--- src/rtl/sum_latch_uart_tx.sv ---
// Multi-channel operand latch + adder feeding a UART transmitter (8N1, or 8E1 when UART_PARITY_EN is defined).
// The result is sent LSB byte first as NBYTES back-to-back frames.
module sum_latch_uart_tx #(
    parameter  int DATA_W       = 5,
    parameter  int NUM_CH       = 2,
    parameter  int CLKS_PER_BIT = 868,
    localparam int SUM_W        = DATA_W + $clog2(NUM_CH)
) (
    input  logic              clk,
    input  logic              reset_n,
    input  logic [NUM_CH-1:0] save_n,
    input  logic [DATA_W-1:0] data_input,
    input  logic              uart_tx_en,
    output logic              uart_txd,
    output logic              uart_tx_busy,
    output logic [SUM_W-1:0]  sum_out
);

    // state    | meaning
    // IDLE     | line high, waiting for pending result and uart_tx_en
    // START    | start bit (txd=0)
    // DATA     | 8 data bits, LSB first
    // PARITY   | even parity bit (UART_PARITY_EN builds only)
    // STOP     | stop bit (txd=1), then next byte or IDLE

    localparam int NBYTES = (SUM_W + 7) / 8;
    localparam int SHW    = NBYTES * 8;
    localparam int TW     = $clog2(CLKS_PER_BIT);
    localparam int BW     = (NBYTES > 1) ? $clog2(NBYTES) : 1;
    localparam logic [TW-1:0] RELOAD = TW'(CLKS_PER_BIT - 1);

`ifdef UART_PARITY_EN
    typedef enum logic [2:0] {IDLE, START, DATA, PARITY, STOP} state_t;
`else
    typedef enum logic [2:0] {IDLE, START, DATA, STOP} state_t;
`endif

    logic [NUM_CH-1:0] save_s1, save_s2, save_s3;
    logic [DATA_W-1:0] data_s1, data_s2;
    logic [NUM_CH-1:0] save_pulse;
    logic [DATA_W-1:0] op [NUM_CH];
    logic [NUM_CH-1:0] valid;
    logic              round_done;
    logic [SUM_W-1:0]  sum_c;
    logic [SUM_W-1:0]  pend_buf;
    logic              pending;

    state_t            state, state_nxt;
    logic [TW-1:0]     timer;
    logic [2:0]        bit_cnt;
    logic [BW-1:0]     byte_idx;
    logic [SHW-1:0]    shreg;
    logic              take;
    logic              bit_end;
    logic              last_byte;
    logic              txd_c;
`ifdef UART_PARITY_EN
    logic              parity;
`endif

    always_ff @(posedge clk or negedge reset_n) begin
        if (!reset_n) begin
            save_s1 <= '1;
            save_s2 <= '1;
            save_s3 <= '1;
            data_s1 <= '1;
            data_s2 <= '1;
        end else begin
            save_s1 <= save_n;
            save_s2 <= save_s1;
            save_s3 <= save_s2;
            data_s1 <= data_input;
            data_s2 <= data_s1;
        end
    end

    assign save_pulse = save_s3 & ~save_s2;
    assign round_done = &valid;

    // Saves arriving in the same cycle a round completes count toward the next round.
    always_ff @(posedge clk or negedge reset_n) begin
        if (!reset_n) begin
            for (int i = 0; i < NUM_CH; i++) op[i] <= '0;
            valid <= '0;
        end else begin
            for (int i = 0; i < NUM_CH; i++) begin
                if (save_pulse[i]) op[i] <= data_s2;
            end
            valid <= (round_done ? '0 : valid) | save_pulse;
        end
    end

    always_comb begin
        sum_c = '0;
        for (int i = 0; i < NUM_CH; i++) sum_c = sum_c + SUM_W'(op[i]);
    end

    // A new result wins over a simultaneous take, so it is never lost.
    always_ff @(posedge clk or negedge reset_n) begin
        if (!reset_n) begin
            sum_out  <= '0;
            pend_buf <= '0;
            pending  <= 1'b0;
        end else if (round_done) begin
            sum_out  <= sum_c;
            pend_buf <= sum_c;
            pending  <= 1'b1;
        end else if (take) begin
            pending  <= 1'b0;
        end
    end

    assign bit_end   = (timer == '0);
    assign last_byte = (32'(byte_idx) == NBYTES - 1);

    always_comb begin
        state_nxt = state;
        take      = 1'b0;
        txd_c     = 1'b1;
        unique case (state)
            IDLE: begin
                if (pending && uart_tx_en) begin
                    take      = 1'b1;
                    state_nxt = START;
                end
            end
            START: begin
                txd_c = 1'b0;
                if (bit_end) state_nxt = DATA;
            end
            DATA: begin
                txd_c = shreg[0];
`ifdef UART_PARITY_EN
                if (bit_end && bit_cnt == 3'd7) state_nxt = PARITY;
`else
                if (bit_end && bit_cnt == 3'd7) state_nxt = STOP;
`endif
            end
`ifdef UART_PARITY_EN
            PARITY: begin
                txd_c = parity;
                if (bit_end) state_nxt = STOP;
            end
`endif
            STOP: begin
                if (bit_end) state_nxt = last_byte ? IDLE : START;
            end
            default: state_nxt = IDLE;
        endcase
    end

    always_ff @(posedge clk or negedge reset_n) begin
        if (!reset_n) begin
            state    <= IDLE;
            timer    <= '0;
            bit_cnt  <= '0;
            byte_idx <= '0;
            shreg    <= '0;
`ifdef UART_PARITY_EN
            parity   <= 1'b0;
`endif
        end else begin
            state <= state_nxt;
            if (take || (state != IDLE && bit_end))
                timer <= RELOAD;
            else if (state != IDLE)
                timer <= timer - TW'(1);
            if (take) begin
                shreg    <= SHW'(pend_buf);
                byte_idx <= '0;
            end
            if (state == START) begin
                bit_cnt <= '0;
`ifdef UART_PARITY_EN
                parity  <= 1'b0;
`endif
            end
            // After 8 shifts the next byte sits at shreg[7:0].
            if (state == DATA && bit_end) begin
                shreg   <= shreg >> 1;
                bit_cnt <= bit_cnt + 3'd1;
`ifdef UART_PARITY_EN
                parity  <= parity ^ shreg[0];
`endif
            end
            if (state == STOP && bit_end && !last_byte)
                byte_idx <= byte_idx + BW'(1);
        end
    end

    assign uart_txd     = txd_c;
    assign uart_tx_busy = (state != IDLE);

endmodule

--- config.mk ---
export PLATFORM = sky130hd
export DESIGN_NAME = sum_latch_uart_tx
export DESIGN_NICKNAME = d
export VERILOG_FILES = /design/src/rtl/sum_latch_uart_tx.sv
export SDC_FILE = /design/constraint.sdc
export NUM_CORES = 1
export LEC_CHECK = 0
export ABC_AREA = 1
export CAP_MARGIN = 40
export CELL_PAD_IN_SITES_DETAIL_PLACEMENT = 0
export CELL_PAD_IN_SITES_GLOBAL_PLACEMENT = 1
export CORE_MARGIN = 5
export CORE_UTILIZATION = 40
export DETAILED_ROUTE_END_ITERATION = 10
export PLACE_DENSITY_LB_ADDON = 0.1
export SETUP_SLACK_MARGIN = 0.2
export SLEW_MARGIN = 20
export SYNTH_ARGS = -nofsm -noshare
export SYNTH_HDL_FRONTEND = slang
export SYNTH_SLANG_ARGS = --single-unit
--- constraint.sdc ---
create_clock -name clk -period 1.5 [get_ports clk]
set_clock_uncertainty 0.05 [all_clocks]
set_input_delay 0.15 -clock clk [delete_from_list [all_inputs] [get_ports clk]]
set_output_delay 0.15 -clock clk [all_outputs]
set_load 0.005 [all_outputs]
==> tab_implementation.tex, run 1 <==
% Yosys + OpenROAD metrics
\begin{tabular}{lr}
\hline
Metric & Value \\
\hline
\multicolumn{2}{l}{\textbf{Run status}} \\
Outcome & complete, no violations \\
\multicolumn{2}{l}{\textbf{Placement}} \\
Placed instance count & 359 \\
\multicolumn{2}{l}{\textbf{GRT}} \\
Total grt overflow & 0 \\
Vias in the first global route & 1846 \\
\multicolumn{2}{l}{\textbf{Logic synthesis}} \\
Synthesized-area fraction occupied by and/or/nand/nor cells & 21.8\% \\
Synthesized-area fraction occupied by xor and xnor cells & 2.81\% \\
Cell total in the yosys stat output & 254 \\
Adder-cell share of the synthesized area & 6.83\% \\
Largest family of logic cells by area & simple AND/OR/NAND/NOR gates \\
Netlist Area Pre-Place & 2490 µm² \\
Number of nets at floorplan & 277 \\
\multicolumn{2}{l}{\textbf{Detailed routing}} \\
Routed length per instance & 12.3 µm \\
Initial detailed-routing violation count & 68 \\
Per-cell via count in the routed design & 4.68 \\
\multicolumn{2}{l}{\textbf{Power and ir drop}} \\
Internal power consumption & about 3.9 mW \\
Leakage power summed over all cells & between 1.5 and 2 nW \\
Sw Pwr & 2.16 mW \\
\multicolumn{2}{l}{\textbf{Worst setup path}} \\
Max FO, Critical Path & 3 \\
WP data required & 1300 ps \\
\multicolumn{2}{l}{\textbf{Clock network}} \\
Clock tree from TritonCTS & yes \\
\multicolumn{2}{l}{\textbf{STA}} \\
Period utilisation layout & 99.9\% \\
Post-route minimum period & between 1000 and 1500 ps \\
Number of pins with negative max-slew slack in the final report & 0 \\
\multicolumn{2}{l}{\textbf{Layout}} \\
FILL cells & 518 \\
Number of inserted diodes & 0 \\
\multicolumn{2}{l}{\textbf{Floorplan}} \\
Starting Density & 41.6\% \\
\hline
\end{tabular}
## run 1: metal layers
metal	vias up	wire length (µm)	track usage (%)
li1	958	-	-
met1	897	2330	18.5
met2	26	2380	22.4
met3	6	166	3.32
met4	0	66	7.31
met5	-	0	0
## run 1: path summary, 6_finish.rpt
kind	slack, ps	end	from
min reg2reg	310	data_s2[0]	data_s1[0]
min in group asynchronous	290	timer[0]	reset_n
max in group asynchronous	780	save_s3[0]	reset_n
max	1	uart_txd	state[0]
max reg2reg	1	pend_buf[4]	op[0]
min	170	data_s1[3]	data_input[3]
## run 1: flip-flops by register name, indices dropped and copies added, names as in the netlist
name      cells
data_s1       5
save_s1       2
data_s2       5
valid         2
timer        10
state         2
save_s2       2
save_s3       2
op           10
pending       1
bit_cnt       3
byte_idx      1
pend_buf      6
shreg         6
## run 1: placed cells by master, fill, tap and decap left out, types with 2 or more instances in the layout
master,count
inv_2,6
nor2_2,2
xor2_1,5
nand2_1,59
ha_1,5
nand2_4,9
nor2_1,10
xnor2_1,2
nand3_4,3
o21ai_1,6
clkdlybuf4s50_1,8
o21ai_2,3
clkbuf_8,10
ha_2,3
dlygate4sd2_1,6
nand4_1,3
dfstp_2,16
nor2_4,7
clkbuf_1,3
a21oi_2,3
nand2_2,6
ha_4,4
buf_2,2
buf_4,33
nand3_2,16
buf_6,11
o21ai_0,11
inv_4,3
nand3_1,3
clkinv_2,2
dfrtp_1,41
inv_1,17
## run 1: repair_timing
action / 4_1_cts / 5_1_grt
pin swaps: 14 / 18
hold buffers: 1 / 0
setup buffers: 19 / 8
endpoints found under the hold margin: 41 / 0
setup endpoints to repair: 35 / 30
gates resized: 62 / 32
## run 1: synth_stat cells, drive strengths merged
cell type / n / area (µm²)
nor2: 19 / 91.3
xor2: 5 / 43.8
o211ai: 1 / 7.51
dfrtp: 41 / 1030
buf: 1 / 11.3
dfstp: 16 / 420
a21oi: 3 / 15.0
nand3: 22 / 133
nand4: 3 / 18.8
inv: 28 / 105
a22oi: 1 / 7.51
xnor2: 3 / 26.3
nand2: 75 / 302
fa: 1 / 20.0
ha: 12 / 150
clkbuf: 3 / 11.3
o21ai: 20 / 104
## run 1: layout make-up
| cell class | count | area (µm²) | share of cell area (%) |
|---|---|---|---|
| multi-input combinational | 165 | 1220 | 33.9 |
| timing repair buffer | 62 | 544 | 15.2 |
| clock inverter | 3 | 17.5 | 0.488 |
| sequential | 57 | 1450 | 40.3 |
| inverter | 28 | 125 | 3.48 |
| tap | 75 | 93.8 | 2.61 |
| clock buffer | 13 | 149 | 4.14 |
## run 1: critical path: stages, from the launching register on
cell	delay, ps
dfrtp_1	390
inv_2	50
buf_4	130
ha_4	160
o21ai_1	110
buf_2	120
## run 1: power groups by stage
stage / registers [mW] / clock network (mW) / logic [mW]
after floorplan: 2.10 / 0 / 1.09
after global placement: 2.14 / 0 / 1.85
after detailed placement: 2.14 / 0 / 1.87
after CTS: 2.09 / 1.27 / 2.38
after global routing: 2.15 / 1.35 / 3.00
final: 2.11 / 1.22 / 2.72
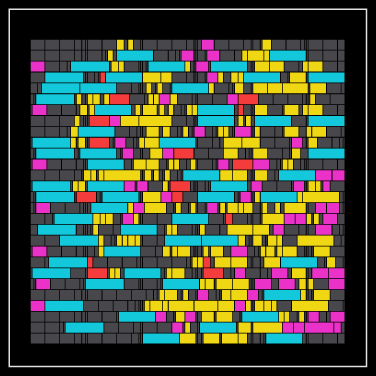
Run 1: placed cells, one color a class
(4 px per µm) Fill, decap, tap and diode cells in gray.
Key: registers = cyan [cells 57, share of their area 41%]; remaining buffers and delay cells = magenta [cells 62, share of their area 16%]; remaining logic cells = yellow [cells 193, share of their area 38%]; clock drivers and dummy loads = red [cells 16, share of their area 4.8%]
Layout Cell Area excl Fill: 3590 µm²
Core ar.: 5990 µm²
Site Rows: 28
post-layout utilization of the core: 60.0%

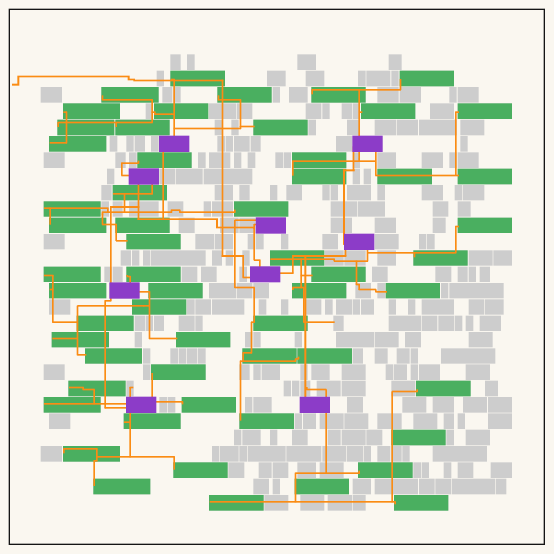
Run 1: clock network drawn from the DEF
(6 px per µm)
Key: clock wires = orange [length 799 µm]; clock-net drivers = purple [count 9]; flip-flops = green [count 57]
Position of the flops: all over the die. There are 10 routed clock nets.
Skew-Pair Late Insertion Delay: 330 ps
Clk network pwr share: 20.2%
Clock net power: 1.22 mW

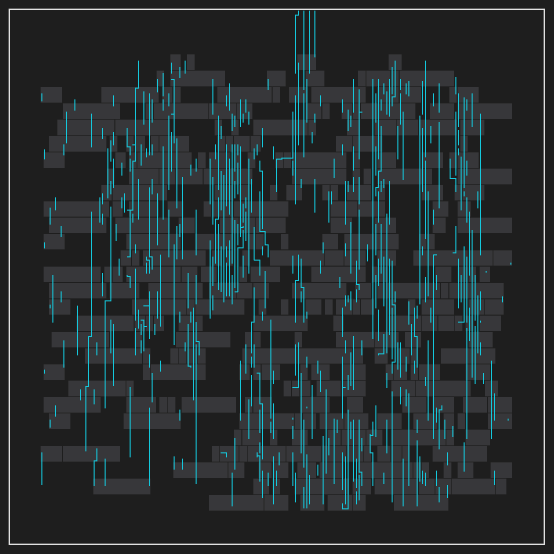
Run 1: the metal 2 layer
(6 px per µm) Cells faint in the background.
280 nets have wire on it. The layer carries 2380 µm of wire. The layer holds 48% of the routed length.
DRT Wirelength: 4950 µm
Vias: 1887

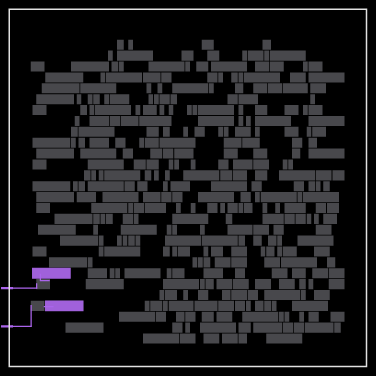
Run 1: port wiring
(4 px per µm)
Key: save_n = purple [bits 2, direction input, edge left, end cells 2, wire 23.8 µm]
I/O pin count: 18
I/O Buffers: 17

==> run 1 -> run 2 <==
--- a/config.mk
+++ b/config.mk
@@ -6,7 +6,7 @@
 export NUM_CORES = 1
 export LEC_CHECK = 0
 export ABC_AREA = 1
-export CAP_MARGIN = 40
+export CAP_MARGIN = 15
 export CELL_PAD_IN_SITES_DETAIL_PLACEMENT = 0
 export CELL_PAD_IN_SITES_GLOBAL_PLACEMENT = 1
 export CORE_MARGIN = 5
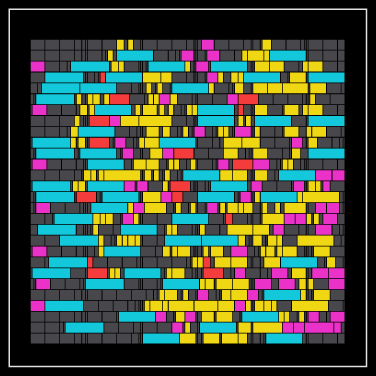
Run 2: placed cells, one color a class
(4 px per µm) Fill, decap, tap and diode cells in gray.
Key: remaining logic cells = yellow [cells 193, share of their area 38%]; clock drivers and dummy loads = red [cells 16, share of their area 4.8%]; remaining buffers and delay cells = magenta [cells 62, share of their area 16%]; registers = cyan [cells 57, share of their area 41%]
flip-flop and latch share of the layout cell area: 40.3%

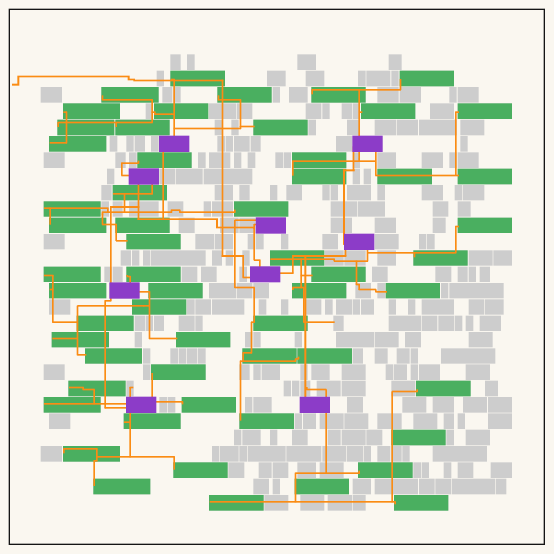
Run 2: clock network drawn from the DEF
(6 px per µm)
Key: clock-net drivers = purple [count 9]; flip-flops = green [count 57]; clock wires = orange [length 799 µm]
Position of the flops: all over the die. There are 10 routed clock nets.

==> run 2 against run 1 <==
Total power unchanged. Critical path depth unchanged. Clock power about the same. Synthesized cell count unchanged. Sequential power about the same. Final cell count unchanged. Die area unchanged. Clock-buffer cell count unchanged. Combinational power about the same. Register-to-register slack about the same. Via count unchanged. Largest power group unchanged.
==> tab_implementation.tex, run 2 <==
% Yosys + OpenROAD metrics
\begin{tabular}{lr}
\hline
Metric & Value \\
\hline
\multicolumn{2}{l}{\textbf{Clock network}} \\
Skew-Pair Late Insertion Delay & roughly 330 ps \\
Clock tree from TritonCTS & yes \\
\multicolumn{2}{l}{\textbf{Logic synthesis}} \\
Number of nets at floorplan & 277 \\
Ys async rst share & 100\% \\
Cell total in the yosys stat output & $\sim$250 \\
Leading register cell type out of synthesis & dfrtp\_1 \\
Synthesized-area fraction occupied by xor and xnor cells & 2.81\% \\
Most numerous cell in the Yosys netlist & nand2\_1 \\
Netlist Area Pre-Place & 2490 µm² \\
Synthesized-area fraction occupied by and/or/nand/nor cells & a little over a fifth \\
Largest family of logic cells by area & simple AND/OR/NAND/NOR gates \\
Adder-cell share of the synthesized area & 6.83\% \\
\multicolumn{2}{l}{\textbf{GRT}} \\
Total grt overflow & 0 \\
Met1 routing resource usage after global routing & 18.5\% \\
GR Layer Usage met2 & 22.4\% \\
\multicolumn{2}{l}{\textbf{Detailed routing}} \\
DRT Wirelength & 4950 µm \\
Per-cell via count in the routed design & about 4.7 \\
Vias & 1887 \\
\multicolumn{2}{l}{\textbf{Placement}} \\
I/O Buffers & 17 \\
\multicolumn{2}{l}{\textbf{STA}} \\
Period utilisation layout & 99.9\% \\
Post-route minimum period & 1500 ps \\
\multicolumn{2}{l}{\textbf{Power and ir drop}} \\
Leakage power summed over all cells & approximately 1.7 nW \\
\multicolumn{2}{l}{\textbf{Run status}} \\
Outcome & complete, no violations \\
\multicolumn{2}{l}{\textbf{Layout}} \\
Largest regs & op: 10 flops, timer: 10 flops \\
Most common logic cell in the routed design & nand2\_1 \\
FILL cells & 518 \\
Post-layout utilization of the core & 60.0\% \\
Most frequently placed logic cells in the final layout & nand2\_1 (59), dfrtp\_1 (41), buf\_4 (33) \\
\multicolumn{2}{l}{\textbf{Floorplan}} \\
Starting Density & 41.6\% \\
Site Rows & 28 \\
I/O pin count & 18 \\
\multicolumn{2}{l}{\textbf{Worst setup path}} \\
Cell with the largest stage delay on the worst path & dfrtp\_1 \\
Maximum single-stage delay on the critical path & 390 ps \\
Cells along the critical path & inv\_2 -> buf\_4 -> ha\_4 -> o21ai\_1 -> buf\_2 \\
\multicolumn{2}{l}{\textbf{Worst hold path}} \\
Worst min-delay path startpoint & data\_input[3] \\
\hline
\end{tabular}
==> run 2: cell counts after synthesis <==
Identical to the previous run, type by type.
==> run 2: where the power goes <==
part	internal (mW)	switching, mW	leakage, nW
Clock	0.640	0.583	0.0834
Sequential	1.88	0.235	0.670
Combinational	1.38	1.34	0.974
Total	3.90	2.16	1.73
==> run 2: path summary, 6_finish.rpt <==
kind	slack, ps	depth (start not counted)	to
worst min register to register	310	0	data_s2[0]
max in group asynchronous	780	3	save_s3[0]
worst min-delay path	170	1	data_s1[3]
worst max-delay path	1	5	uart_txd
worst max register to register	1	6	pend_buf[4]
min in group asynchronous	290	3	timer[0]
==> run 2: area by class of cell <==
class	instances	area, µm²	share of cell area (%)
Sequential cell	57	1450	40.3
Inverter	28	125	3.48
Multi-Input combinational cell	165	1220	33.9
Timing Repair Buffer	62	544	15.2
Clock inverter	3	17.5	0.488
Tap cell	75	93.8	2.61
Clock buffer	13	149	4.14
==> run 2: layer usage <==
layer | wire, µm | part of all wire [%] | vias up
li1 | - | - | 958
met1 | 2330 | 47 | 897
met2 | 2380 | 48 | 26
met3 | 166 | 3.4 | 6
met4 | 66 | 1.3 | 0
met5 | 0 | 0 | -
==> run 2: timing repair <==
| action | in CTS | in global routing |
|---|---|---|
| hold buffers | 1 | 0 |
| hold endpoints to repair | 41 | 0 |
| pin swaps | 14 | 18 |
| buffers inserted | 19 | 8 |
| endpoints found under the setup margin | 35 | 30 |
| gates resized | 62 | 32 |
==> run 2: logic make-up (layout without fill, tap and decap cells) <==
kind of cell / count (synthesis) / in the layout
DFF: 57 / 57
buffers and inverters: 32 / 106
adders and majority gates: 13 / 13
AOI/OAI and AO/OA: 25 / 25
xor gates and xnor gates: 8 / 8
and+or+nand+nor: 119 / 119
==> run 2: metrics by stage <==
| step | setup slack (ps) | total power, mW | std cells |
|---|---|---|---|
| global route | -67.0 | 6.50 | 403 |
| global placement | 0.104 | 3.99 | 359 |
| floorplan | 81.9 | 3.19 | 254 |
| CTS | -0.562 | 5.74 | 395 |
| detailed placement | -23.0 | 4.01 | 359 |
| finish | 1.21 | 6.05 | 403 |
Run 2, port wiring:
(4 px per µm)
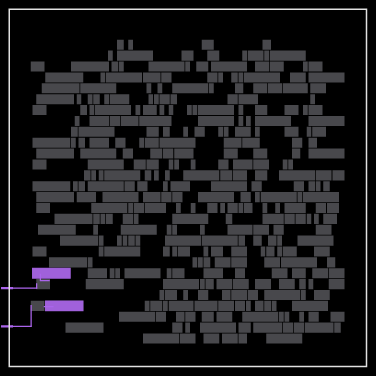

==> run 2 -> run 3 <==
--- a/config.mk
+++ b/config.mk
@@ -11,6 +11,7 @@
 export CELL_PAD_IN_SITES_GLOBAL_PLACEMENT = 1
 export CORE_MARGIN = 5
 export CORE_UTILIZATION = 40
+export CTS_CLUSTER_SIZE = 28
 export DETAILED_ROUTE_END_ITERATION = 10
 export PLACE_DENSITY_LB_ADDON = 0.1
 export SETUP_SLACK_MARGIN = 0.2
==> constraint.sdc (replaced) <==
create_clock -name clk -period 1.4 [get_ports clk]
set_clock_uncertainty 0.05 [all_clocks]
set_input_delay 0.14 -clock clk [delete_from_list [all_inputs] [get_ports clk]]
set_output_delay 0.14 -clock clk [all_outputs]
set_load 0.005 [all_outputs]
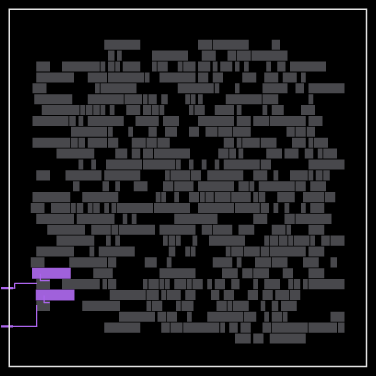
Run 3: port wiring
(4 px per µm)
Key: save_n = purple [bits 2, direction input, edge left, end cells 2, wire 26.0 µm]

==> run 3 against run 2 <==
The run now ends with setup timing left. Clock-buffer cell count stayed put. Wire length down 3.0%. First-iteration DRC count is 28% lower. Via count fell by 2.1%. Register-to-register slack worse by 50 ps. Combinational power increased by 5%. Global-route usage down 0.43 points. Critical path depth rose by 1. Flip-flop count unchanged. Total power is 9.6% higher. Clock power increased by 25%.
==> tab_implementation.tex, run 3 <==
% Yosys + OpenROAD metrics
\begin{tabular}{lr}
\hline
Metric & Value \\
\hline
\multicolumn{2}{l}{\textbf{Logic synthesis}} \\
Main area contributors after synthesis & dfrtp\_1 (41\%), dfstp\_2 (17\%), nand2\_1 (10\%) \\
Number of flops mapped to enable cells by yosys & 0 \\
Top cells by count, synth & nand2\_1 (69), dfrtp\_1 (41), inv\_1 (24), nand3\_1 (19), o21ai\_0 (19) \\
Most numerous cell in the Yosys netlist & nand2\_1 \\
Largest area contributor in the synthesized netlist & dfrtp\_1 \\
\multicolumn{2}{l}{\textbf{Layout}} \\
Largest regs & op: 10 flops, timer: 10 flops \\
Most frequently placed logic cells in the final layout & nand2\_1 (54), dfrtp\_1 (40), buf\_4 (34) \\
Number of inserted diodes & 0 \\
\multicolumn{2}{l}{\textbf{Worst setup path}} \\
Max FO, Critical Path & 2 \\
\multicolumn{2}{l}{\textbf{Detailed routing}} \\
DRT Wirelength & 4800 µm \\
Per-cell via count in the routed design & $\sim$4.5 \\
\multicolumn{2}{l}{\textbf{STA}} \\
Number of pins with negative max-slew slack in the final report & 0 \\
Period utilisation layout & 104\% \\
Post-route minimum period & 1450 ps \\
Setup slack of the critical path after layout & -52.4 ps \\
Final setup fails & 18 \\
\multicolumn{2}{l}{\textbf{Run status}} \\
Violations in the final reports & setup timing \\
Outcome & finished with violations \\
\multicolumn{2}{l}{\textbf{Power and ir drop}} \\
Sequential Power Share & 33.9\% \\
Fraction of power consumed by combinational cells & 43.0\% \\
Leakage power summed over all cells & $\sim$1.7 nW \\
\multicolumn{2}{l}{\textbf{Placement}} \\
I/O Buffers & 17 \\
\multicolumn{2}{l}{\textbf{Floorplan}} \\
Site Rows & 28 \\
\multicolumn{2}{l}{\textbf{Clock network}} \\
Skew-Pair Late Insertion Delay & 330 ps \\
\hline
\end{tabular}
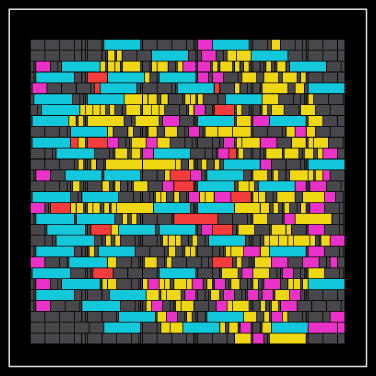
Run 3: placed cells, one color a class
(4 px per µm) Fill, decap, tap and diode cells in gray.
Key: remaining logic cells = yellow [cells 193, share of their area 37%]; remaining buffers and delay cells = magenta [cells 65, share of their area 16%]; registers = cyan [cells 57, share of their area 41%]; clock drivers and dummy loads = red [cells 16, share of their area 5.6%]
flip-flop and latch share of the layout cell area: 40.0%
Layout Cell Area excl Fill: 3620 µm²
post-layout utilization of the core: 60.4%

-- run 3: metrics by stage --
| stage | util (%) | total power [mW] | setup TNS, ps | cells | setup slack [ps] |
|---|---|---|---|---|---|
| 2_1_floorplan | - | 3.44 | -17.0 | 254 | -17.0 |
| 3_3_place_gp | 50.8 | 4.41 | -1030 | 371 | -94.0 |
| 3_5_place_dp | 50.8 | 4.42 | -1110 | 371 | -115 |
| 4_1_cts | 57.4 | 6.39 | -699 | 400 | -72.8 |
| 5_1_grt | 60.4 | 7.15 | -2590 | 406 | -134 |
| 6_report | 60.4 | 6.63 | -412 | 406 | -52.4 |
-- run 3: repair_timing --
item	4_1_cts	5_1_grt
resized	48	42
setup buffers	12	6
hold buffers	1	0
gates cloned	0	0
endpoints found under the hold margin	41	0
pin swaps	22	21
setup endpoints to repair	36	38
-- run 3: worst max-delay path, stage by stage (launching register included) --
cell,delay [ps]
dfrtp_1,410
ha_4,180
fa_2,340
nand3_2,80
nand3_2,80
xnor2_2,130
o21ai_1,120
-- run 3: path summary, 6_finish.rpt --
check / endpoint / slack, ps / depth (start not counted) / from
worst max-delay path: pend_buf[4] / -50 / 6 / op[0]
worst min-delay path: data_s1[3] / 170 / 1 / data_input[3]
worst max register to register: pend_buf[4] / -50 / 6 / op[0]
worst min register to register: save_s2[1] / 300 / 0 / save_s1[1]
max in group asynchronous: data_s1[2] / 700 / 3 / reset_n
min in group asynchronous: timer[1] / 260 / 3 / reset_n
-- run 3: cells by family after synthesis --
| kind of cell | Yosys count | share of synthesized area [%] |
|---|---|---|
| DFF | 57 | 58.0 |
| buffers and inverters | 32 | 5.12 |
| xor gates and xnor gates | 8 | 2.81 |
| and+or+nand+nor | 119 | 21.8 |
| adders and majority gates | 13 | 6.83 |
| AOI/OAI and AO/OA | 25 | 5.37 |
-- run 3: area by class of cell --
type                            count  area share, %
Sequential cell                    57           40.0
Multi-Input combinational cell    165           32.8
Timing Repair Buffer               65           15.8
Clock buffer                       13           4.39
Inverter                           28           3.32
Tap cell                           75           2.59
Clock inverter                      3           1.11
-- run 3: metal layers --
layer | vias to the layer above | GRT usage, %
li1 | 957 | -
met1 | 863 | 19.0
met2 | 23 | 20.2
met3 | 4 | 3.59
met4 | 0 | 6.90
met5 | - | 0
-- run 3: power by group through the flow --
stage               sequential, mW  combinational [mW]  clock [mW]
global route                  2.28                3.19        1.67
detailed placement            2.28                2.14           0
finish                        2.25                2.85        1.53
floorplan                     2.26                1.18           0
CTS                           2.22                2.58        1.59
global placement              2.28                2.13           0
Power and IR drop assume default switching activity.
